File: src/rtl/pc_fetch_unit_if.sv
// Instruction-memory request bus between the fetch unit and instruction memory.
// Ports (signals):
//   imem_req   fetch request (fetch unit -> memory)
//   imem_addr  32-bit fetch address (fetch unit -> memory)
//   imem_ready memory accepts/returns the word this cycle (memory -> fetch unit)
// Modports: master = fetch unit side, slave = memory side.
interface pc_fetch_unit_if;
    logic        imem_req;
    logic [31:0] imem_addr;
    logic        imem_ready;

    modport master (output imem_req, output imem_addr, input imem_ready);
    modport slave  (input imem_req, input imem_addr, output imem_ready);
endinterface

File: src/rtl/pc_fetch_unit.sv
// Program-counter register and instruction-fetch sequencer for the RV32I core.
// Owns the PC, drives the instruction-memory request, and produces IF/ID valid
// and flush controls. Branch (EX) redirects take priority over jumps (ID).
// Optional feature macro: PC_MISALIGN_TRAP_EN -- misaligned redirect targets
// go to TRAP_VECTOR and pulse `misaligned`; otherwise target[1:0] is cleared.
// Ports:
//   clk, rst            rising-edge clock, asynchronous active-high reset
//   stall               hazard hold: freezes PC and IF/ID outputs
//   branch_taken/target branch redirect from EX
//   jump/jump_target    JAL/JALR redirect from ID
//   imem                master side of the instruction-memory request bus
//   if_pc, if_valid     PC and valid of the instruction latched into IF/ID
//   flush               kill IF/ID and ID/EX
//   misaligned          one-cycle pulse for a misaligned redirect target
module pc_fetch_unit #(
    parameter logic [31:0] RESET_VECTOR = 32'h0000_0000,
    parameter logic [31:0] TRAP_VECTOR  = 32'h0000_0100
) (
    input  logic                   clk,
    input  logic                   rst,
    input  logic                   stall,
    input  logic                   branch_taken,
    input  logic [31:0]            branch_target,
    input  logic                   jump,
    input  logic [31:0]            jump_target,
    pc_fetch_unit_if.master        imem,
    output logic [31:0]            if_pc,
    output logic                   if_valid,
    output logic                   flush,
    output logic                   misaligned
);

`ifdef PC_MISALIGN_TRAP_EN
    localparam bit TRAP_EN = 1'b1;
`else
    localparam bit TRAP_EN = 1'b0;
`endif

    typedef enum logic [1:0] {
        BOOT     = 2'd0,
        FETCH    = 2'd1,
        REDIRECT = 2'd2
    } state_t;

    state_t      state_q, state_d;
    logic [31:0] pc_q, pc_d;
    logic [31:0] if_pc_q, if_pc_d;
    logic        if_valid_q, if_valid_d;
    logic        req_q;
    logic        flush_q;
    logic        mis_q, mis_d;

    logic        redirect;
    logic        accept;
    logic [31:0] target_raw;
    logic [31:0] target_sel;
    logic        target_bad;

    assign redirect   = branch_taken | jump;
    assign accept     = req_q & imem.imem_ready & ~stall;
    // Branch is older than the jump in ID, so it wins.
    assign target_raw = branch_taken ? branch_target : jump_target;
    assign target_bad = (target_raw[1:0] != 2'b00);

    // Redirect target legalisation: trap or force word alignment.
    always_comb begin
        target_sel = {target_raw[31:2], 2'b00};
        if (TRAP_EN && target_bad) begin
            target_sel = TRAP_VECTOR;
        end
    end

    // State register.
    always_ff @(posedge clk or posedge rst) begin
        if (rst) begin
            state_q <= BOOT;
        end else begin
            state_q <= state_d;
        end
    end

    // Next state, PC and IF/ID update.
    always_comb begin
        state_d    = state_q;
        pc_d       = pc_q;
        if_pc_d    = if_pc_q;
        if_valid_d = if_valid_q;
        mis_d      = 1'b0;

        if (redirect) begin
            // Honoured in every state and through stall; any same-cycle accept is dropped.
            state_d    = REDIRECT;
            pc_d       = target_sel;
            if_valid_d = 1'b0;
            mis_d      = TRAP_EN & target_bad;
        end else begin
            case (state_q)
                BOOT: begin
                    state_d    = FETCH;
                    if_valid_d = 1'b0;
                end
                FETCH: begin
                    if (accept) begin
                        if_pc_d    = pc_q;
                        if_valid_d = 1'b1;
                        pc_d       = pc_q + 32'd4;
                    end else if (!stall) begin
                        if_valid_d = 1'b0;
                    end
                end
                REDIRECT: begin
                    state_d    = FETCH;
                    if_valid_d = 1'b0;
                end
                default: begin
                    state_d    = BOOT;
                    if_valid_d = 1'b0;
                end
            endcase
        end
    end

    // Datapath and registered outputs; req/flush are decoded from the next state.
    always_ff @(posedge clk or posedge rst) begin
        if (rst) begin
            pc_q       <= RESET_VECTOR;
            if_pc_q    <= 32'h0000_0000;
            if_valid_q <= 1'b0;
            req_q      <= 1'b0;
            flush_q    <= 1'b0;
            mis_q      <= 1'b0;
        end else begin
            pc_q       <= pc_d;
            if_pc_q    <= if_pc_d;
            if_valid_q <= if_valid_d;
            req_q      <= (state_d == FETCH);
            flush_q    <= (state_d == REDIRECT);
            mis_q      <= mis_d;
        end
    end

    assign imem.imem_req  = req_q;
    assign imem.imem_addr = pc_q;
    assign if_pc          = if_pc_q;
    assign if_valid       = if_valid_q;
    assign flush          = flush_q;
    assign misaligned     = mis_q;

endmodule
File: src/flat_wrapper.sv
// flat-port wrapper written by rule: the top's interface ports become plain ports
module pc_fetch_unit_flat 
#(
    parameter logic [31:0] RESET_VECTOR = 32'h0000_0000,
    parameter logic [31:0] TRAP_VECTOR  = 32'h0000_0100
)
  (clk, rst, stall, branch_taken, branch_target, jump, jump_target, if_pc, if_valid, flush, misaligned, imem_imem_req, imem_imem_addr, imem_imem_ready);
  pc_fetch_unit_if imem_i ();
  input  logic clk;
  input  logic rst;
  input  logic stall;
  input  logic branch_taken;
  input  logic [31:0] branch_target;
  input  logic jump;
  input  logic [31:0] jump_target;
  output logic [31:0] if_pc;
  output logic if_valid;
  output logic flush;
  output logic misaligned;
  output wire logic [$bits(imem_i.imem_req)-1:0] imem_imem_req;
  output wire logic [$bits(imem_i.imem_addr)-1:0] imem_imem_addr;
  input wire logic [$bits(imem_i.imem_ready)-1:0] imem_imem_ready;
  assign imem_imem_req = imem_i.imem_req;
  assign imem_imem_addr = imem_i.imem_addr;
  assign imem_i.imem_ready = imem_imem_ready;
  pc_fetch_unit #(.RESET_VECTOR(RESET_VECTOR), .TRAP_VECTOR(TRAP_VECTOR)) u_core (.clk(clk), .rst(rst), .stall(stall), .branch_taken(branch_taken), .branch_target(branch_target), .jump(jump), .jump_target(jump_target), .imem(imem_i), .if_pc(if_pc), .if_valid(if_valid), .flush(flush), .misaligned(misaligned));
endmodule
File: config.mk
export PLATFORM = sky130hd
export DESIGN_NAME = pc_fetch_unit_flat
export DESIGN_NICKNAME = d
export VERILOG_FILES = /design/src/rtl/pc_fetch_unit_if.sv /design/src/rtl/pc_fetch_unit.sv /design/src/flat_wrapper.sv
export SDC_FILE = /design/constraint.sdc
export NUM_CORES = 1
export LEC_CHECK = 0
export ABC_AREA = 1
export CAP_MARGIN = 10
export CORE_ASPECT_RATIO = 1.1
export CORE_MARGIN = 3
export CORE_UTILIZATION = 49
export DETAILED_ROUTE_END_ITERATION = 8
export PLACE_DENSITY = 0.9
export SYNTH_ARGS = -nofsm -noshare
export SYNTH_HDL_FRONTEND = slang
export SYNTH_SLANG_ARGS = --single-unit
File: constraint.sdc
create_clock -name clk -period 5.8 [get_ports clk]
set_input_delay 1.45 -clock clk [delete_from_list [all_inputs] [get_ports clk]]
set_output_delay 1.45 -clock clk [all_outputs]
set_load 0.005 [all_outputs]
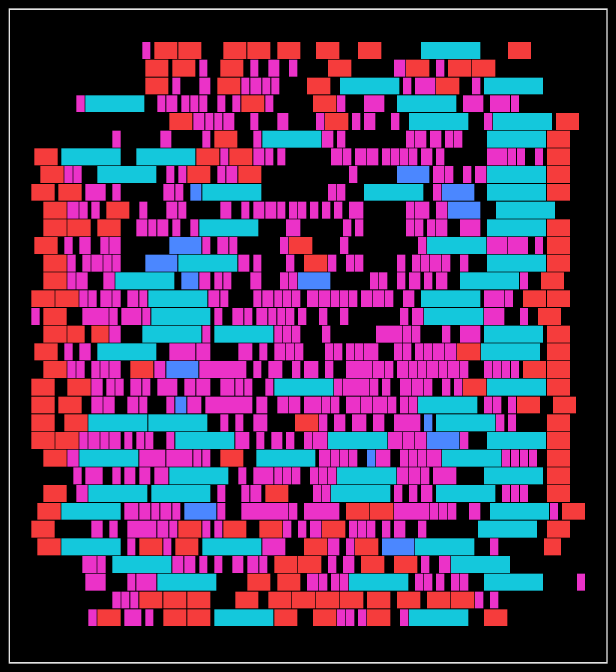
Fig. 1. Placed cells, one colour a class.
- registers: cyan (cells 65; share of their area 31%)
- clock drivers and dummy loads: blue (cells 15; share of their area 3.1%)
- remaining buffers and delay cells: red (cells 131; share of their area 25%)
- remaining logic cells: magenta (cells 461; share of their area 41%)
site row count: 33
fraction of standard cell area that is sequential: 30.1%
area of all placed cells without fillers: 5400 um2
Layout Utilization: 70.7%

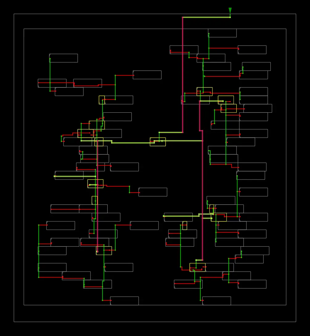
Fig. 2. Clock routing.
Inserted Clock Buffers: 9
worst setup skew after layout: 10.3 ps
number of clock sinks seen by CTS: 65
insertion delay at the late pin of the worst-skew pair: 340 ps
power in the clock group: 0.332 mW

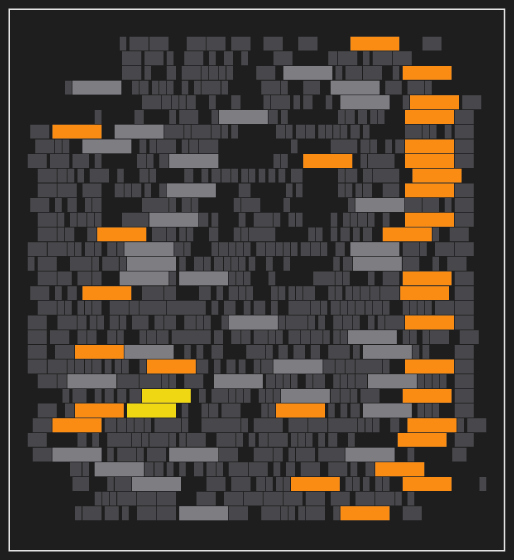
Fig. 3. Sequential cells coloured by netlist name.
- u_core.state_q: yellow (placed flops 2)
- u_core.if_pc: orange (placed flops 30; where all over the die)
- not coloured: 33
Seq. pwr: 0.530 mW
FF/Latch Area: 1630 um2

==> impl_metrics.ini <==
; physical design summary
[run_status]
outcome = finished clean

[drt]
avgRoutedWirePerCell_um = 15.4
detail_route.first_pass.iterations = 7
dr.max_layer_used = met4

[logic_synthesis]
synth.comb.largest_family = simple AND/OR/NAND/NOR gates
synth.avg_cell_area_um2 = 7.21
synth.yosys.chip_area_um2 = 3940
fa_ha_area_share_pct = 0.317
yosys-stat-cells = 547
synth_compound_gate_area_share_pct = 12.9
ys_seq_share_pct = 41.3
synth.area.mux_share_pct = 0

[critical_path]
highest_cell_delay_on_the_worst_timing_path_ps = 410
timing.critical_path.max_delay_family = buffers and inverters
worst_path_max_delay_cell = sky130_fd_sc_hd__buf_4
worst_setup_path_endpoint = u_core.if_pc[2]
r2r_end = u_core.if_pc[2]

[global_routing]
gr-usage-met1_pct = 33.8
antenna_found_initial = 0
grt_remaining_overflow = 0
grt_busiest_layer = met2
track_usage_pct = 26.5

[final_timing]
final.setup.tns_ps = 0
finalClockPeriodUsage_pct = 63.3
slew_headroom_pct = 33.6
report.final.hold_viol_count = 0
fmaxAchievable_mhz = 272
tightest_slew_ps = 995
slew_viol_final = 0
min_period_ps = 3670
unrepaired_setup_endpoints_after_global_routing = false

[floorplanning]
initCoreUtil_pct = 51.6
floorplan.die_area_um2 = 9160

[min_path]
timing.hold.worst_endpoint = u_core.if_pc[15]
holdCritStartpoint = u_core.if_pc[15]
min_delay_path_depth = 2

[clock_network]
cts.path.max_buffers = 2
post_cts_buffers = 0
clk_pin_slew_worst_paths_ps = 70
h-tree-depth = 3
clk_root_buffer_cell = sky130_fd_sc_hd__clkbuf_8

[job]
warning_count = 30
max_cap_viol_count = 0

[place]
minimum_setup_slack_after_placement_ps = 1780

[layout]
fin_nets = 739
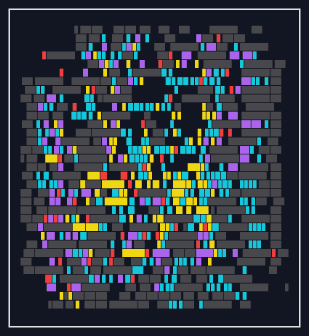
Fig. 4. Selected gate families.
- nor cells: yellow (cells 96; most used nor2_1)
- nand cells: cyan (cells 228; most used nand2_1)
- inv cells: red (cells 43; most used inv_1)
- aoi and oai cells: purple (cells 81; most used a21oi_1; where all over the die)
fraction of standard cell area in multi-input logic: 37.1%
most frequent logic cell in the layout: sky130_fd_sc_hd__nand2_1

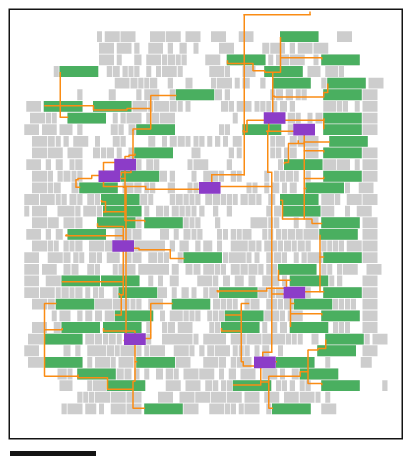
Fig. 5. Clock wires, drivers and flops.
Scale bar: 20 um.
- flip-flops: green (count 65)
- clock wires: orange (length 818 um)
- clock-net drivers: purple (count 9)
- flops lie: all over the die
- routed clock nets: 10
clock share of power: 29.4%

[worst min-delay path, stage by stage, from the launching register on]
cell and delay, ps:
sky130_fd_sc_hd__dfrtp_1 340, sky130_fd_sc_hd__nand2_1 50, sky130_fd_sc_hd__nand2_1 50
[where the power goes]
group	total (mW)	switching (mW)	internal [mW]	leakage (nW)
Combinational	0.265	0.130	0.135	1.51
Sequential	0.530	0.0457	0.484	0.828
Clock	0.332	0.168	0.163	0.0822
[area by class of cell]
type,count,area (um2)
tap,105,131
timing repair buffer,131,1300
fill,614,2240
clock inverter,3,17.5
multi-input combinational,418,2000
sequential,65,1630
clock buffer,12,145
inverter,43,169
Power figures rest on the tool's default switching activity, not on a simulated workload.
